### src/rtl/seq_detector.sv
// seq_detector: commits debounced 2-bit symbols and flags matches of the last SEQ_LEN symbols against PATTERN
module seq_detector #(
  parameter int                   SEQ_LEN    = 4,
  parameter logic [2*SEQ_LEN-1:0] PATTERN    = 8'b01_10_11_00,
  parameter logic [15:0]          STABLE_CYC = 16'd27000,
  parameter logic [23:0]          HOLD_CYC   = 24'd13500000
) (
  input  logic       clk,
  input  logic       rst,
  input  logic       det_en_n,
  input  logic [1:0] seq_data,
  output logic       sym_valid,
  output logic [1:0] last_sym,
  output logic       det_pulse,
  output logic       det_led,
  output logic [7:0] match_cnt
);
  localparam int CW = $clog2(SEQ_LEN + 1);
  typedef enum logic [1:0] {IDLE, WAIT, SETTLE} state_t;
  state_t               state_q, state_d;
  logic [1:0]           ref_q, ref_d, cand_q, cand_d, last_sym_q, last_sym_d;
  logic [15:0]          stab_cnt_q, stab_cnt_d;
  logic [2*SEQ_LEN-1:0] sym_sr_q, sym_sr_d;
  logic [CW-1:0]        sym_cnt_q, sym_cnt_d;
  logic [23:0]          hold_cnt_q, hold_cnt_d;
  logic [7:0]           match_cnt_q, match_cnt_d;
  logic                 sym_valid_q, sym_valid_d, hit_q, hit_d, det_pulse_q, det_pulse_d;
  always_ff @(posedge clk or posedge rst) begin
    if (rst) begin
      state_q     <= IDLE;
      ref_q       <= '0;
      cand_q      <= '0;
      last_sym_q  <= '0;
      stab_cnt_q  <= '0;
      sym_sr_q    <= '0;
      sym_cnt_q   <= '0;
      hold_cnt_q  <= '0;
      match_cnt_q <= '0;
      sym_valid_q <= 1'b0;
      hit_q       <= 1'b0;
      det_pulse_q <= 1'b0;
    end else begin
      state_q     <= state_d;
      ref_q       <= ref_d;
      cand_q      <= cand_d;
      last_sym_q  <= last_sym_d;
      stab_cnt_q  <= stab_cnt_d;
      sym_sr_q    <= sym_sr_d;
      sym_cnt_q   <= sym_cnt_d;
      hold_cnt_q  <= hold_cnt_d;
      match_cnt_q <= match_cnt_d;
      sym_valid_q <= sym_valid_d;
      hit_q       <= hit_d;
      det_pulse_q <= det_pulse_d;
    end
  end
  always_comb begin
    state_d     = state_q;
    ref_d       = ref_q;
    cand_d      = cand_q;
    last_sym_d  = last_sym_q;
    stab_cnt_d  = stab_cnt_q;
    sym_sr_d    = sym_sr_q;
    sym_cnt_d   = sym_cnt_q;
    sym_valid_d = 1'b0;
    hit_d       = 1'b0;
    det_pulse_d = hit_q && !det_en_n;
    // a fresh hit reloads the LED timer even on the cycle it would expire
    hold_cnt_d  = det_pulse_d ? HOLD_CYC : (hold_cnt_q != '0) ? hold_cnt_q - 24'd1 : '0;
    match_cnt_d = match_cnt_q + 8'(det_pulse_d && match_cnt_q != 8'hff);
    if (det_en_n) begin
      state_d    = IDLE;
      sym_sr_d   = '0;
      sym_cnt_d  = '0;
      hold_cnt_d = '0;
    end else begin
      case (state_q)
        IDLE: begin
          ref_d       = seq_data;
          match_cnt_d = '0;
          state_d     = WAIT;
        end
        WAIT: if (seq_data != ref_q) begin
          cand_d     = seq_data;
          stab_cnt_d = '0;
          state_d    = SETTLE;
        end
        SETTLE: begin
          if (seq_data == ref_q) state_d = WAIT;
          else if (seq_data != cand_q) begin
            cand_d     = seq_data;
            stab_cnt_d = '0;
          end else if (stab_cnt_q == STABLE_CYC - 16'd1) begin
            sym_sr_d    = {sym_sr_q[2*SEQ_LEN-3:0], cand_q};
            sym_cnt_d   = (sym_cnt_q == CW'(SEQ_LEN)) ? sym_cnt_q : sym_cnt_q + CW'(1);
            ref_d       = cand_q;
            last_sym_d  = cand_q;
            sym_valid_d = 1'b1;
            hit_d       = (sym_cnt_d == CW'(SEQ_LEN)) && (sym_sr_d == PATTERN);
            state_d     = WAIT;
          end else stab_cnt_d = stab_cnt_q + 16'd1;
        end
        default: state_d = IDLE;
      endcase
    end
  end
  assign sym_valid = sym_valid_q;
  assign last_sym  = last_sym_q;
  assign det_pulse = det_pulse_q;
  assign det_led   = (hold_cnt_q == '0);
  assign match_cnt = match_cnt_q;
endmodule
### config.mk
export PLATFORM = sky130hd
export DESIGN_NAME = seq_detector
export DESIGN_NICKNAME = d
export VERILOG_FILES = /design/src/rtl/seq_detector.sv
export SDC_FILE = /design/constraint.sdc
export NUM_CORES = 1
export LEC_CHECK = 0
export CORE_MARGIN = 2
export CORE_UTILIZATION = 60
export DETAILED_ROUTE_END_ITERATION = 12
export PLACE_DENSITY = 0.9
export SYNTH_ARGS = -nofsm -noshare
export SYNTH_HDL_FRONTEND = slang
export SYNTH_SLANG_ARGS = --single-unit
### constraint.sdc
create_clock -name clk -period 3.22 [get_ports clk]
set_clock_uncertainty 0.05 [all_clocks]
set_input_delay 0.322 -clock clk [delete_from_list [all_inputs] [get_ports clk]]
set_output_delay 0.322 -clock clk [all_outputs]
set_load 0.005 [all_outputs]
==> git commit body, run 1 <==
Log flow metrics for this revision

* Run status: complete, no violations
- Area figure in the yosys stat output: 0.00354 mm^2
* Yosys cell types: 48
- Count of warnings emitted by yosys: 0
- In the final report, the number of hold violations comes to 0.
- Wire length on met2: 3830 um
- Area Overhead vs Synth: 13.6%
- Most frequent cells in the layout: 68 x sky130_fd_sc_hd__dfrtp_1, 44 x sky130_fd_sc_hd__nor2_1, 25 x sky130_fd_sc_hd__nand2_1, 20 x sky130_fd_sc_hd__xor2_1, 20 x sky130_fd_sc_hd__nand3_1
- The synthesis report names the predominant flop master as sky130_fd_sc_hd__dfrtp_1.
* First-pass detailed-route iteration total: 5
- In this design, the largest share of critical-path delay is due to simple AND/OR/NAND/NOR gates.
- Data arrives at the worst endpoint at 2.54 ns.
- GRT busiest layer: met2
* Ant. Diodes: 0
* Share of cell area taken by muxes after synthesis: 3.46%
- Simple logic cell fraction of the synthesized area: 23.3%
* Maximum capacitance violations: 0
- Counting both buffers and inverters, the worst setup path holds a total of 1.
- Counting flops with a built-in enable in the synthesized netlist gives 0.
* Highest metal layer with signal wires: met4
- The worst path uses 90.5% of the clock period.
- Initial antenna violation count: 0
- Die boundary height: 80.8 um
- Power spread over the standard cell area amounts to 811 mW/mm^2.
* Pre-placement core utilization: 63.1%
* IO buf count: 17
* Clk pin slew, worst setup/hold paths: 0.08 ns
* Placeable Area: 0.00561 mm^2
- Total routed wirelength: 7720 um
- Async set or reset register ratio after synthesis: 100%
- Relative slew slack: 57.0%
- Sequential elements use 48.1% of the synthesized area.
* Remaining antenna violation count: 0
* Delay of the slowest cell on the worst path: 0.59 ns
- TritonCTS built the clock tree.
- Count of state elements after synthesis: 68
* Post-layout min period: 2.91 ns
* CP Cell Sequence: or4_1 -> nor2_1 -> nor4bb_1 -> and4_1 -> clkdlybuf4s50_1
- Pre-CTS worst setup slack: 0.546 ns
- At floorplan, the net count of the design was reported as 370.
- GR met3 Demand/Resource: 8.44%
* Drt wl/cell: 16.9 um
- Global placement routability congestion: 0.925
- On met1, the global router reports a usage of 33.8%.
- Area of the chip: 0.00653 mm^2
- Final HPWL from detailed placement: 5140 um
- Via count of the first global-routing pass: 2,730
- 18 I/O pins were placed.
-- run 1: where the power goes --
part / leakage, nW / internal, W / total [W] / switching [W]
clock network: 0.120 / 0.000481 / 0.000811 / 0.000330
logic: 0.694 / 0.000516 / 0.00120 / 0.000679
registers: 0.926 / 0.00103 / 0.00126 / 0.000227
-- run 1: logic make-up after synthesis --
group / Yosys count
AND/OR/NAND/NOR: 150
flip-flops: 68
AND-OR/OR-AND: 64
XOR/XNOR: 34
buffers and inverters: 24
multiplexers: 11
adder cells (fa/ha/maj): 7
-- run 1: stage by stage --
step | area (um^2) | util (%) | cells
after global routing | 4020 | 71.7 | 457
final | 4020 | 71.7 | 457
after floorplan | 3540 | - | 358
after CTS | 4020 | 71.7 | 457
after global placement | 3790 | 67.6 | 441
after detailed placement | 3790 | 67.6 | 441
-- run 1: synth_stat cells, types with 5 or more instances --
library cell | count | area, um^2
sky130_fd_sc_hd__ha_1 | 7 | 87.6
sky130_fd_sc_hd__o21ai_0 | 16 | 80.1
sky130_fd_sc_hd__nand3_1 | 20 | 100
sky130_fd_sc_hd__mux2i_1 | 7 | 70.1
sky130_fd_sc_hd__inv_1 | 11 | 41.3
sky130_fd_sc_hd__xnor2_1 | 14 | 123
sky130_fd_sc_hd__xor2_1 | 20 | 175
sky130_fd_sc_hd__nand4_1 | 7 | 43.8
sky130_fd_sc_hd__clkbuf_1 | 7 | 26.3
sky130_fd_sc_hd__a31oi_1 | 13 | 81.3
sky130_fd_sc_hd__nor2_1 | 44 | 165
sky130_fd_sc_hd__and3_1 | 6 | 37.5
sky130_fd_sc_hd__dfrtp_1 | 68 | 1700
sky130_fd_sc_hd__nand2_1 | 25 | 93.8
sky130_fd_sc_hd__a21oi_1 | 17 | 85.1
sky130_fd_sc_hd__nor2b_1 | 5 | 31.3
sky130_fd_sc_hd__nor3_1 | 10 | 50.1
-- run 1: final cells by class --
| cell class | instances | area, um^2 |
|---|---|---|
| Sequential cell | 68 | 1700 |
| Tap cell | 72 | 90.1 |
| Clock buffer | 11 | 151 |
| Multi-Input combinational cell | 266 | 1740 |
| Clock inverter | 5 | 82.6 |
| Timing Repair Buffer | 22 | 208 |
| Fill cell | 386 | 1590 |
| Inverter | 13 | 48.8 |
-- run 1: path summary, 6_finish.rpt --
check	slack (ns)	to	depth (start not counted)	startpoint
min in group clk	0.44	hold_cnt_q[0]	1	hold_cnt_q[0]
worst min register to register	0.44	hold_cnt_q[0]	1	hold_cnt_q[0]
worst max register to register	0.59	stab_cnt_q[14]	6	stab_cnt_q[0]
worst min-delay path	0.33	hold_cnt_q[21]	2	rst
worst max-delay path	0.31	det_led	5	hold_cnt_q[11]
max in group asynchronous	2.09	stab_cnt_q[2]	3	rst
-- run 1: flip-flops by register name, summed over array words and instances (netlist names), 2 cells and up --
name,count
sym_cnt_q,3
sym_sr_q,6
match_cnt,8
hold_cnt_q,24
stab_cnt_q,16
state_q,2
cand_q,2
ref_q,2
last_sym,2
Fig. 1: run 1, logic cells by family
Drawn at 6 px/um.
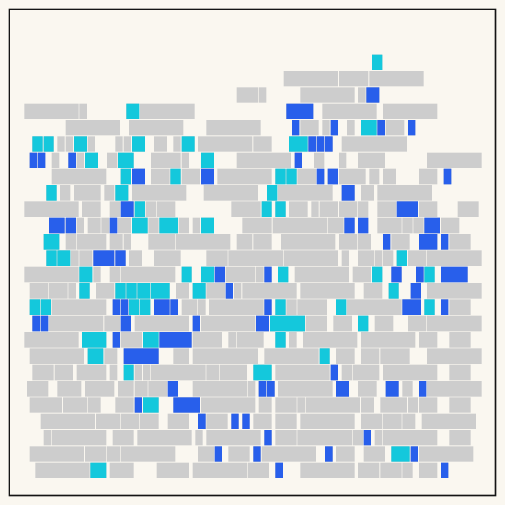
- aoi and oai cells: cyan (cells 61; most used a21oi_1)
- nor cells: blue (cells 74; most used nor2_1)
most numerous logic cell after layout: sky130_fd_sc_hd__dfrtp_1
number of standard cells in the layout, taps in and fillers out: 457

Fig. 2: run 1, sequential cells colored by netlist name
Drawn at 4 px/um.
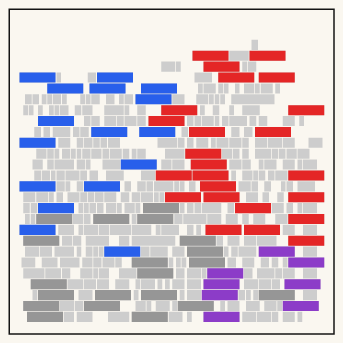
- stab_cnt_q: blue (flops 16)
- match_cnt: purple (flops 8; where lower right)
- hold_cnt_q: red (flops 24)
- not colored: 20
Seq. pwr: 0.00126 W
flip-flop and latch share of the layout cell area: 42.3%

Fig. 3: run 1, clock nets
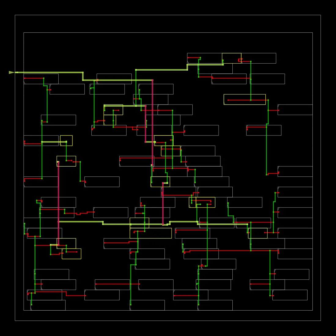
number of sinks driven by the clock tree: 68
insertion delay at the late pin of the worst-skew pair: 0.35 ns
number of sequential cells: 68
clock group power: 0.000811 W

Fig. 4: run 1, I/O nets highlighted
Drawn at 4 px/um.
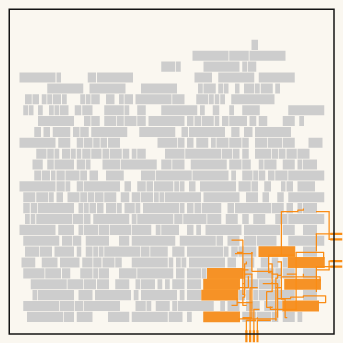
- match_cnt: orange (bits 8; direction output; end cells 8; buffers 8; wire 299 um)

Fig. 5: run 1, cell area per tile
Drawn at 3 px/um. The die is cut into 8 by 8 equal tiles; dark purple is low, yellow is high, 0 to 100% covered.
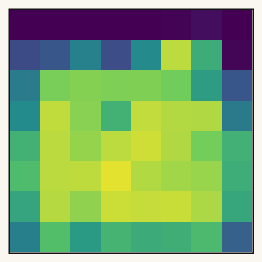

==> run 2: changes to the inputs <==
CORE_UTILIZATION = 54   (was 60)
GPL_ROUTABILITY_DRIVEN = 0   (was default)
PLACE_DENSITY = 0.86   (was 0.9)
clock period = 2.3 ns   (was 3.22 ns; I/O delays follow)
Fig. 6: run 2, cell area per tile
Drawn at 3 px/um. The die is cut into 8 by 8 equal tiles; dark purple is low, yellow is high, 0 to 100% covered.
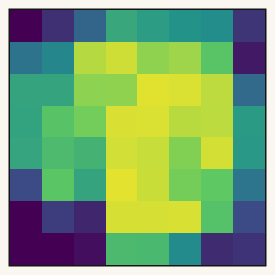
- densest ninth of the die: center
- mean over tiles: 59%
- tiles over 75% full: 38%
- nearly empty tiles: 6.2%

==> run 2 against run 1 <==
  * Synthesized area unchanged
  * Hold slack got worse by 0.21 ns
  * Global-route usage is 1.3 points lower
  * Count of clock-buffer cells in the layout is 2 lower
  * Combinational power rose by 110%
  * Routed wire length up 13%
  * Via count up 7.0%
  * Cell count increased by 9.6%
  * Register-to-register slack got worse by 0.59 ns
  * Power increased by 62%
  * Clock power rose by 28%
  * Largest cell class unchanged
==> git commit body, run 2 <==
Log flow metrics for this revision

- Switching power total: 0.00205 W (was 0.00124 W)
- Count of flip-flops with a built-in enable after synthesis: 0 (unchanged)
- The starting utilization of the core area came to 55.7% (was 63.1%).
* GR Layer Usage met1: 30.5% (was 33.8%)
- The sum of net half-perimeters after detailed placement is 5780 um (was 5140 um).
- IO buf count: 17 (unchanged)
- The arrival time at the worst endpoint is 2.48 ns (was 2.54 ns).
- The clock latency at the later pin of the worst-skew pair is 0.35 ns (about the same).
* Final Hold Viols: 0 (unchanged)
- The area of the die was 0.00722 mm^2 (was 0.00653 mm^2).
* First-pass detailed-route iteration total: 5 (unchanged)
- Simple logic cell fraction of the synthesized area: 23.3% (unchanged)
* H-tree depth: 3 (unchanged)
- The met2 global-route usage was 44.0% (was 42.6%).
- Initial antenna violation count: 0 (unchanged)
- Die boundary height: 85.0 um (was 80.8 um)
- Dividing the final minimum period by the clock period gives 99.8%.
- The share of async-settable or async-resettable flops after synthesis came to 100% (unchanged).
- Drt wl/cell: 17.4 um (was 16.9 um)
- The core footprint is 0.00635 mm^2 (was 0.00561 mm^2).
* Area figure in the yosys stat output: 0.00354 mm^2 (unchanged)
- Power per unit of standard cell area: 1220 mW/mm^2 (was 811 mW/mm^2)
- Via count of the first global-routing pass: 3,066 (was 2,730)
- The worst relative slew slack was 66.4% (was 57.0%).
* Yosys cell types: 48 (unchanged)
- Worst Reg2Reg Path Length in Cells: 5 (was 6)
- The number of maximum-capacitance constraint violations was 0 (unchanged).
- CP startpoint: hold_cnt_q[18] (was hold_cnt_q[11])
* Combined flip-flop and latch cell area: 0.00170 mm^2 (unchanged)
* Crit Reg-Reg Startpoint: hold_cnt_q[18] (was stab_cnt_q[0])
* Biggest register: hold_cnt_q (unchanged)
- The internal power component came to 0.00324 W (was 0.00203 W).
- Total area of multi-input combinational cells: 0.00179 mm^2 (was 0.00174 mm^2)
- Flip-flop count of the largest register, all copies and words added: 24 (unchanged)
* Post-layout min period: 2.30 ns
- Ant. Diodes: 0 (unchanged)
* Total nets after synthesis: 370 (unchanged)
- The switching power as a share of total power came to 38.8% (was 37.9%).
- The prevailing post-synth register cell was sky130_fd_sc_hd__dfrtp_1 (unchanged).
* Count of state elements after synthesis: 68 (unchanged)
- Clock tree from TritonCTS: built (unchanged)
* Area Overhead vs Synth: 23.0% (was 13.6%)
- Most used standard cells in the synthesized netlist: 68 x sky130_fd_sc_hd__dfrtp_1, 44 x sky130_fd_sc_hd__nor2_1, 25 x sky130_fd_sc_hd__nand2_1, 20 x sky130_fd_sc_hd__nand3_1, 20 x sky130_fd_sc_hd__xor2_1 (unchanged).
* Share of synthesized area occupied by flip-flops and latches: 48.1% (unchanged)
- The number of nets with antenna violations after routing was 0 (unchanged).
- The number of inserted filler cells in the final layout is 457 (was 386).
- Most numerous logic cell after layout: sky130_fd_sc_hd__dfrtp_1 (unchanged)
- Clk pin slew, worst setup/hold paths: 0.09 ns (was 0.08 ns)
* Boundary pin count: 18 (unchanged)
* Most used standard cell by instance count after synthesis: sky130_fd_sc_hd__dfrtp_1 (unchanged)
* Run status: complete, no violations (unchanged)
- The total length of routed wires was 8730 um (was 7720 um).
- Number of sinks driven by the clock tree: 68 (unchanged)
Fig. 7: run 2, clock nets
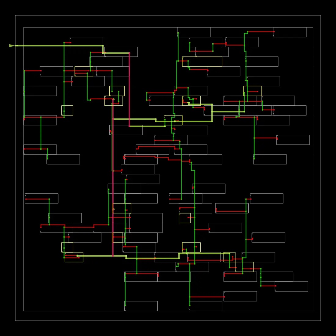
number of clock buffers in the layout: 9
clock group power: 0.00104 W

## run 2: logic make-up (layout without fill, tap and decap cells)
family | Yosys count | after routing
simple gates | 150 | 150
compound gates | 64 | 64
xor+xnor | 34 | 34
buf+inv | 24 | 90
fa+ha+maj | 7 | 7
mux | 11 | 11
flops | 68 | 68
## run 2: layout make-up
type / count / area share, %
repair buffers: 61 / 11.7
multi-input cells: 266 / 41.1
flip-flops and latches: 68 / 39.1
well taps: 77 / 2.21
clock inverters: 7 / 1.93
clock buffers: 9 / 2.84
inverters: 13 / 1.12
## run 2: what timing repair did
item / CTS / global route
setup buffers: 1 / 5
resized: 9 / 5
setup endpoints to repair: 2 / 26
pin swaps: 3 / 4
## run 2: worst max path at each step
stage,slack [ns],to,cells past startpoint
final,0.004,hold_cnt_q[23],5
after global placement,0.07,last_sym[1],5
after detailed placement,0.006,hit_q,5
after floorplan,0.09,last_sym[0],6
after CTS,0.003,hold_cnt_q[14],5
after global routing,-0.09,hold_cnt_q[19],5
## run 2: routing by layer
metal	wire, um	part of all wire, %
met4	238	2.7
met1	3600	41
met3	399	4.6
met2	4500	52
met5	0	0
## run 2: power by group through the flow
stage               combinational [W]  clock [W]  sequential [W]
finish                        0.00253    0.00104         0.00173
global route                  0.00274    0.00110         0.00176
CTS                           0.00222    0.00105         0.00170
detailed placement            0.00205          0         0.00172
global placement              0.00197          0         0.00170
floorplan                     0.00136          0         0.00166
## run 2: critical path, cell delays in order (launching register included)
cell and delay (ns):
sky130_fd_sc_hd__dfrtp_1 0.42, sky130_fd_sc_hd__nor4_4 0.31, sky130_fd_sc_hd__or4b_4 0.50, sky130_fd_sc_hd__or4_4 0.56, sky130_fd_sc_hd__o21ai_4 0.25, sky130_fd_sc_hd__a21oi_1 0.08
## run 2: per-stage QoR
step,setup slack [ns],instances,util [%],hold WS [ns],area (um^2)
6_report,0.00353,501,68.6,0.122,4350
5_1_grt,-0.0875,501,68.6,0.133,4350
4_1_cts,0.00262,496,67.5,0.0969,4280
3_5_place_dp,0.00646,479,63.9,0.447,4060
3_3_place_gp,0.0740,479,63.9,0.421,4060
2_1_floorplan,0.0911,358,-,0.246,3540
Fig. 8: run 2, sequential cells colored by netlist name
Drawn at 4 px/um.
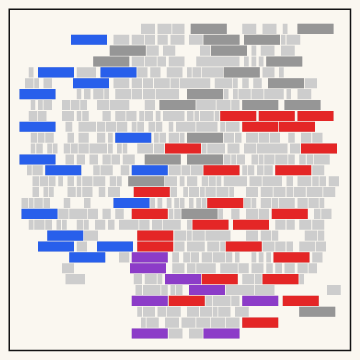

==> run 3: changes to the inputs <==
ABC_AREA = 1   (was default)
CORE_UTILIZATION = 55   (was 54)
PLACE_DENSITY = 0.87   (was 0.86)
Fig. 9: run 3, sequential cells colored by netlist name
Drawn at 4 px/um.
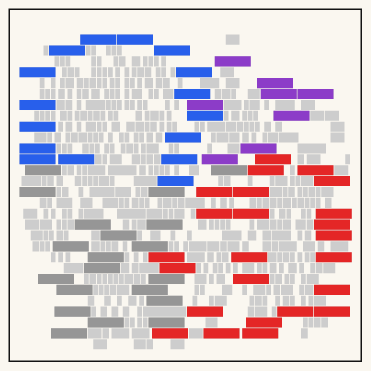
- stab_cnt_q: blue (flops 16)
- match_cnt: purple (flops 8; where upper right)
- hold_cnt_q: red (flops 24)
- not colored: 20

==> run 3 against run 2 <==
  * Non-clock buffer count down 39
  * Routed wire length down 13%
  * Global-route usage down 2.3 points
  * Sequential power down 5%
  * Cell count up 26%
  * Power down 15%
  * Clock power about the same
  * Critical path type unchanged
  * Register-to-register slack better by 0.37 ns
  * Sequential share of layout area down 0.21 points
  * Via count up 6.9%
  * Combinational power down 27%
  * Hold slack worse by 0.027 ns
==> git commit body, run 3 <==
Log flow metrics for this revision

- The most common logic cell in the routed design was sky130_fd_sc_hd__nand2_1 (was sky130_fd_sc_hd__dfrtp_1).
- The TritonCTS clock tree was built (unchanged).
- The initial antenna violation count came to 0 (unchanged).
- End of the worst register-to-register path: match_cnt[6] (was hold_cnt_q[23])
- The yosys warning tally is 0 (unchanged).
- Async set or reset register ratio after synthesis: 100% (unchanged)
- Parity-gate share of the synthesized area counting xor and xnor cells: 5.92% (was 8.41%)
- The number of nets with antenna violations after routing was 0 (unchanged).
- The first-pass iteration count of the detailed router came to 4 (was 5).
- Area post-placement: 0.00416 mm^2 (was 0.00406 mm^2)
- The number of design rule violations left after detail routing was 0 (unchanged).
* Boundary pin count: 18 (unchanged)
- The width of the die was 87.7 um (was 85.0 um).
* Pre-placement core utilization: 56.6% (was 55.7%)
- Final setup vio count: 0 (unchanged)
- The vertical die dimension came to 87.7 um (was 85.0 um).
* Flop pwr share: 36.5% (was 32.6%)
- The worst-case reg-to-reg path depth came to 7 (was 5).
* Combinational share of power: 40.8% (was 47.8%)
* Number of gates resized after CTS: 1 (was 9)
* Placeable Area: 0.00679 mm^2 (was 0.00635 mm^2)
- The number of maximum-capacitance constraint violations was 0 (unchanged).
- Most frequent cells in the layout: 128 x sky130_fd_sc_hd__nand2_1, 78 x sky130_fd_sc_hd__nor2_1, 68 x sky130_fd_sc_hd__dfrtp_1, 53 x sky130_fd_sc_hd__nand3_1, 47 x sky130_fd_sc_hd__inv_1 (was 68 x sky130_fd_sc_hd__dfrtp_1, 43 x sky130_fd_sc_hd__nor2_1, 43 x sky130_fd_sc_hd__buf_4, 25 x sky130_fd_sc_hd__nand2_1).
* Insertion delay at the late pin of the worst-skew pair: 0.36 ns (was 0.35 ns)
- H-tree depth: 3 (unchanged)
- Mapped Avg Cell Area: 7.65 um^2 (was 9.89 um^2)
* Via count of the first global-routing pass: 3,238 (was 3,066)
- The detail-routed net length per standard cell came to 12.1 um (was 17.4 um).
- GR Overflow Total: 0 (unchanged)
- Count of flip-flops with a built-in enable after synthesis: 0 (unchanged)
- Top cells, area: sky130_fd_sc_hd__dfrtp_1 44%, sky130_fd_sc_hd__nand2_1 12%, sky130_fd_sc_hd__nor2_1 7.7% (was sky130_fd_sc_hd__dfrtp_1 48%, sky130_fd_sc_hd__xor2_1 4.9%, sky130_fd_sc_hd__nor2_1 4.7%)
- The net switching power was 0.00188 W (was 0.00205 W).
* IO buf count: 17 (unchanged)
- The internal power component came to 0.00264 W (was 0.00324 W).
* Clock share of power: 22.7% (was 19.6%)
- The total length of routed wires is 7640 um (was 8730 um).
- The number of endpoints with negative hold slack in the final report is 0 (unchanged).
- Simple logic cell fraction of the synthesized area: 35.6% (was 23.3%)
- The number of inserted filler cells in the final layout came to 555 (was 457).
- The class of the most critical setup path is reg -> reg (unchanged).
* CP arrival: 2.15 ns (was 2.48 ns)
* Dominant kind of combinational cell: simple AND/OR/NAND/NOR gates (unchanged)
- The register with the most flip-flops is hold_cnt_q (unchanged).
- Total nets after synthesis: 515 (was 370)
- The startpoint of the worst register-to-register path is match_cnt[2] (was hold_cnt_q[18]).
* Post-layout min period: 1.93 ns (was 2.30 ns)
* Total clock buffers created by CTS: 9 (unchanged)
- Flip-flop count of the largest register, all copies and words added: 24 (unchanged)
* Clk pin slew, worst setup/hold paths: 0.08 ns (was 0.09 ns)
- The area of the die came to 0.00768 mm^2 (was 0.00722 mm^2).
- The prevailing post-synth register cell was sky130_fd_sc_hd__dfrtp_1 (unchanged).
- Overall global routing resource usage: 22.8% (was 25.1%)
- Fraction of synthesized cell area taken by the top area cell type: 44.2% (was 48.1%)
* Area figure in the yosys stat output: 0.00385 mm^2 (was 0.00354 mm^2)
* Ant. Diodes: 0 (unchanged)
- Share of cell area taken by muxes after synthesis: 0% (was 3.46%)
* Postcts setup bufs: 0 (was 1)
- Most used standard cells in the synthesized netlist: 128 x sky130_fd_sc_hd__nand2_1, 79 x sky130_fd_sc_hd__nor2_1, 68 x sky130_fd_sc_hd__dfrtp_1, 53 x sky130_fd_sc_hd__nand3_1, 48 x sky130_fd_sc_hd__inv_1 (was 68 x sky130_fd_sc_hd__dfrtp_1, 44 x sky130_fd_sc_hd__nor2_1, 25 x sky130_fd_sc_hd__nand2_1, 20 x sky130_fd_sc_hd__nand3_1, 20 x sky130_fd_sc_hd__xor2_1).
- Yosys cell types: 34 (was 48)
- Switching power as a share of total power: 41.6% (was 38.8%)
- Run status: complete, no violations (unchanged).
- The final critical-path share of the clock period came to 83.9% (was 99.8%).
- The flop and latch count out of synthesis was 68 (unchanged).
- Number of sinks driven by the clock tree: 68 (unchanged)
* Area Overhead vs Synth: 13.8% (was 23.0%)
- The worst relative slew slack was 69.4% (was 66.4%).
- Core utilization of the finished layout: 64.4% (was 68.6%)
* Number of nets in the finished design: 543 (was 431)
* Final HPWL from detailed placement: 5560 um (was 5780 um)
- Finished Cell Area: 0.00438 mm^2 (was 0.00435 mm^2)
- Most used standard cell by instance count after synthesis: sky130_fd_sc_hd__nand2_1 (was sky130_fd_sc_hd__dfrtp_1)
- Share of synthesized area occupied by flip-flops and latches: 44.2% (was 48.1%)
* Cell taking the most area after synthesis: sky130_fd_sc_hd__dfrtp_1 (unchanged)
- Reg2Reg Setup Slack: 0.37 ns (was 0.004 ns)
- Kind of start point of the critical path: register (unchanged)
- The total power density per cell area is 1030 mW/mm^2 (was 1220 mW/mm^2).
Fig. 10: run 3, cell area per tile
Drawn at 3 px/um. The die is cut into 9 by 9 equal tiles; dark purple is low, yellow is high, 0 to 100% covered.
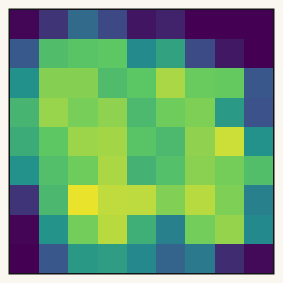
- mean over tiles: 55%
- emptiest ninth of the die: upper right
- tiles over 75% full: 35%
- fullest tile: 97%

run 3: cell count changes after synthesis, moves of 5 or more:
cell                       delta
sky130_fd_sc_hd__clkbuf_1     -5
sky130_fd_sc_hd__inv_1       +37
sky130_fd_sc_hd__a31oi_1     -13
sky130_fd_sc_hd__nor2b_1      -5
sky130_fd_sc_hd__o21ai_0      +7
sky130_fd_sc_hd__xnor2_1      -6
sky130_fd_sc_hd__nand4_1      +6
sky130_fd_sc_hd__nor2_1      +35
sky130_fd_sc_hd__nand3_1     +33
sky130_fd_sc_hd__and3_1       -6
sky130_fd_sc_hd__inv_2        +6
sky130_fd_sc_hd__nand2_1    +103
sky130_fd_sc_hd__mux2i_1      -7
sky130_fd_sc_hd__a21oi_1     -13
run 3: metrics by stage:
step	hold slack, ns	setup WS (ns)	cells
after CTS	0.0915	0.0499	632
after floorplan	0.353	0.308	503
after detailed placement	0.377	0.224	616
after global placement	0.365	0.297	616
final	0.0947	0.371	632
after global routing	0.122	0.256	632
run 3: routing by layer:
layer	up-vias	part of all wire, %	track usage (%)
li1	1673	-	-
met1	1555	46	28.3
met5	-	0	0
met4	0	0.96	6.57
met2	55	49	39.0
met3	6	3.6	6.22
run 3: logic make-up (layout without fill, tap and decap cells):
kind of cell	Yosys count	in the layout
AOI/OAI and AO/OA	37	37
xor gates and xnor gates	26	26
adders and majority gates	7	7
buffers and inverters	61	94
DFF	68	68
and+or+nand+nor	304	304
run 3: power groups by stage:
stage / Combinational (W) / Clock (W) / Sequential [W]
3_3_place_gp: 0.00173 / 0 / 0.00164
6_report: 0.00184 / 0.00103 / 0.00165
2_1_floorplan: 0.00147 / 0 / 0.00160
4_1_cts: 0.00184 / 0.00105 / 0.00164
3_5_place_dp: 0.00180 / 0 / 0.00166
5_1_grt: 0.00210 / 0.00111 / 0.00168
run 3: worst max-delay path by stage:
stage                   start             to  slack [ns]  cells past startpoint
2_1_floorplan             rst      cand_q[0]        0.31                      1
3_3_place_gp         det_en_n   match_cnt[7]        0.30                     10
3_5_place_dp         det_en_n   match_cnt[6]        0.22                      8
4_1_cts        hold_cnt_q[15]        det_led        0.05                      5
5_1_grt        hold_cnt_q[11]  hold_cnt_q[2]        0.26                      8
6_report         match_cnt[2]   match_cnt[6]        0.37                      7
run 3: critical path, stage by stage, from the launching register on:
cell,delay (ns)
sky130_fd_sc_hd__dfrtp_1,0.44
sky130_fd_sc_hd__nand2_1,0.10
sky130_fd_sc_hd__o31a_1,0.28
sky130_fd_sc_hd__ha_1,0.20
sky130_fd_sc_hd__ha_1,0.22
sky130_fd_sc_hd__nor3b_1,0.16
sky130_fd_sc_hd__or2_2,0.28
sky130_fd_sc_hd__a21oi_1,0.13
run 3: layout make-up:
| cell class | count | area (um^2) | share of cell area (%) |
|---|---|---|---|
| Sequential cell | 68 | 1700 | 38.9 |
| Multi-Input combinational cell | 374 | 1910 | 43.7 |
| Clock buffer | 11 | 151 | 3.46 |
| Inverter | 56 | 210 | 4.80 |
| Clock inverter | 5 | 58.8 | 1.34 |
| Timing Repair Buffer | 22 | 223 | 5.09 |
| Tap cell | 96 | 120 | 2.74 |
Power figures rest on the tool's default switching activity, not on a simulated workload.
